### The metal 1 layer

Supply wires on this layer in grey.
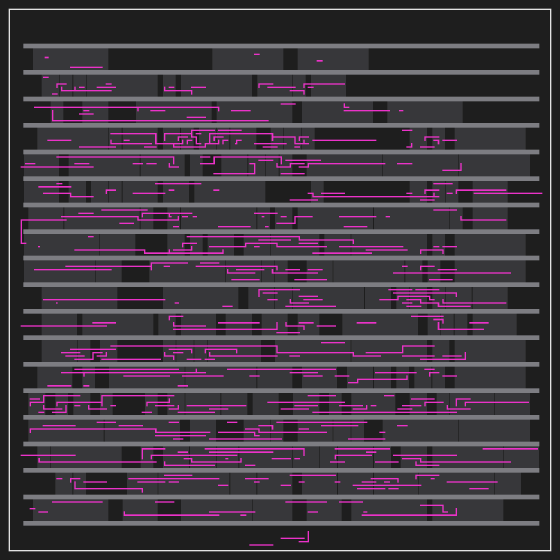
### Wires at chosen ports, followed through buffers

Scale bar: 20 µm.
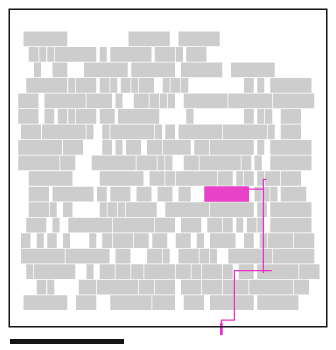
### The metal 2 layer

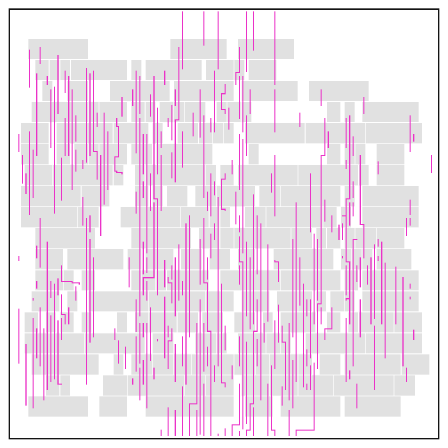
### Congestion heat map

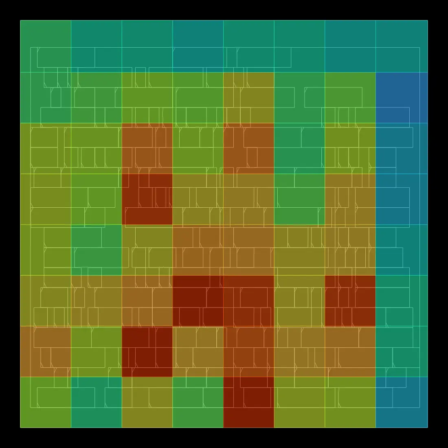
Design ex_flag_stage, sky130hd; sources not shown.
==> flow_results.org <==
* Implementation run

** Place
- At the placement stage, the worst setup path has a slack of -0.593 ns.
- The placement summary gives the final routability congestion estimate as 0.795.
- After detailed placement, the design holds a cell count of 212.
- Post-DP HPWL :: 2320 µm

** Yosys
- Netlist area before placement :: 940 µm²
- Yosys reported that registers with async set or reset make up 0.
- The cell count after synthesis came out at 120.
- In this run, the synthesized area fraction spent on and/or/nand/nor cells is recorded as 0.280.
- Most used standard cell by instance count after synthesis :: sky130_fd_sc_hd__nand2_1
- Yosys top cell area share :: 0.533
- Mean cell area of the mapped netlist :: 7.83 µm²
- In this run, the synthesized area fraction spent on AND-OR/OR-AND gates is recorded as 0.160.
- # Cells Yosys :: 120
- Most instantiated cells after synthesis :: sky130_fd_sc_hd__nand2_1 (42), sky130_fd_sc_hd__dfxtp_1 (25), sky130_fd_sc_hd__a21oi_1 (24)
- Fa+ha+maj area frac :: 0
- Tally of yosys warning messages :: 0
- Largest cells by area after synthesis :: sky130_fd_sc_hd__dfxtp_1 (53%), sky130_fd_sc_hd__nand2_1 (17%), sky130_fd_sc_hd__a21oi_1 (13%)
- Synthesized-area fraction occupied by xor and xnor cells :: 0
- Dominant synthesized flop cell :: sky130_fd_sc_hd__dfxtp_1
- Largest area contributor in the netlist :: sky130_fd_sc_hd__dfxtp_1
- Comb area leader :: simple AND/OR/NAND/NOR gates

** Final layout
- Multi-input gate area :: 454 µm²
- In the layout the tool counted multi-input logic cells amounting to 88.
- Relative area change from synthesis to final layout :: 113%
- In the final layout, the clock buffer count is 4.
- Number of nets at the end of the flow :: 224
- Dominant kind of cell :: buffers
- Per the final report, the share of cell area in non-clock buffers is 0.473.
- Of all the cell area in the finished design, the clock network holds 0.0150.
- Fill cell count :: 179
- Count of sequential standard cells :: 25
- Most common logic cell in the routed design :: sky130_fd_sc_hd__nand2_1
- Antenna diodes :: 0
- The layout summary lists the proportion of cells stronger than drive strength 1 as 0.427.
- The area taken by sequential standard cells is reported as 532 µm².
- The layout has 74 buffers outside the clock class.
- Non-filler instance count after layout :: 222

** Setup path
- Reg2Reg Setup Slack :: 0.26 ns
- STA classifies the critical path endpoint as an output port.
- Critical path fanouts, max :: 2
- Crit Path Category :: reg -> out
- Per STA, the worst path accumulates the most delay in the family flip-flops.
- Slowest Stage Delay on Critical Path :: 0.38 ns
- The worst setup path is launched from a flop.
- In this run the critical path is formed by buf_12.
- In this run the number of cells on the critical path is 1.

** Power
- Dividing total power by cell area gives a power density of 982 nW/µm².
- The internal power of the cells totals 1.41 mW.
- Portion of total power attributed to combinational logic :: 0.276
- Seq pwr share :: 0.500
- The power report puts the net switching power at 0.564 mW.
- Worst voltage drop across the vdd grid :: 981 µV
- The final power report lists total power as 1.97 mW.
- Reported leakage power :: 0.786 nW
- Sw Share :: 0.286

** Detailed routing
- The routed design shows a via density per instance of 4.94.
- Routed length per instance :: 13.5 µm
- Antenna viol nets, final :: 0
- The first TritonRoute pass finished after 4 iterations.
- Initial DRC Count :: 10

** Global route
- The global route stage reports its total congestion overflow as 0.
- Maximum number of pins on one net before global-route repair :: 21

** Final timing
- Final Cycle Share :: 1.01
- Number of hold-slack violations in the final timing report :: 0
- Setup repair after global routing missed its margin :: true
- Setup TNS :: -0.166 ns
- Final worst setup slack :: -0.0141 ns
- Hold timing on the final database bottoms out at a slack of 0.242 ns.
- The last timing report of the flow puts the setup violation total at 25.
- The final timing report derives a shortest allowable period of 1.11 ns.
- Timing-limited maximum frequency :: 0.898 GHz
- Worst slew margin relative to its limit :: 0.817

** Worst hold path
- Type of the most critical hold path :: in -> reg
- The number of cells on the worst hold path is listed as 3.

** Floorplanning
- Row Count :: 18
- The total area inside the core boundary comes to 2590 µm².
- Initial cell density of the core :: 0.363
- Per the OpenROAD floorplan log, the area of the die is 3060 µm².

** Clock tree
- Looking at the clock tree report, the H-tree level count equals 1.
- Source-to-sink clock delay at the later pin of the worst-skew pair :: 0.32 ns
- CTS placed an instance of sky130_fd_sc_hd__clkbuf_4 at the clock tree root.
- Clock tree from TritonCTS :: yes
- Clock-pin slew was measured on the worst setup and hold paths at 0.13 ns.
- The clock tree has to reach 25 sinks.

** Status
- Status :: finished, violations left
- The checks that failed: negative setup slack.

** Run
- OpenROAD warnings :: 29
- In this run the maximum-capacitance check reported violations numbering 0.
-- 'The metal 1 layer' (at the start) --
The layer holds 39% of the routed length. The layer carries 1160 µm of wire. 191 nets have wire on it. The wires run mostly horizontal. The longest straight run is 22.1 µm.
wire length after detailed routing: 3000 µm
number of vias in the routed layout: 1097
grt met1 use: 0.212

-- 'Wires at chosen ports, followed through buffers' (at the start) --
Magenta is flag_v, bits 1, direction output, edge south, end cells 1, buffers 1, wire 38.1 µm.
IO buf count: 55
I/O pin count: 56

-- 'The metal 2 layer' (at the start) --
The longest straight run is 25.5 µm. 193 nets have wire on it. The wires run mostly vertical.
grt met2 use: 0.379

-- 'Congestion heat map' (at the start) --
most crowded layer after global routing: met2
end-of-flow core utilization: 0.774

[timing repair]
| action | in CTS | in global routing |
|---|---|---|
| resized | 36 | 6 |
| setup buffers | 4 | 2 |
| hold buffers | 0 | 0 |
| pin swaps | 3 | 4 |
| setup endpoints to repair | 48 | 30 |
[power by group through the flow]
stage	clock network, mW	registers [mW]	logic [mW]
after floorplan	0	1.10	0.0840
after global placement	0	0.997	0.518
after detailed placement	0	1.00	0.527
after CTS	0.455	0.986	0.536
after global routing	0.499	0.990	0.575
final	0.441	0.985	0.543
[layer usage]
metal / global-route usage / part of all wire
met5: 0 / 0
met4: 0.107 / 0.022
met3: 0.0632 / 0.067
met2: 0.379 / 0.52
met1: 0.212 / 0.39
Power and IR drop assume default switching activity.
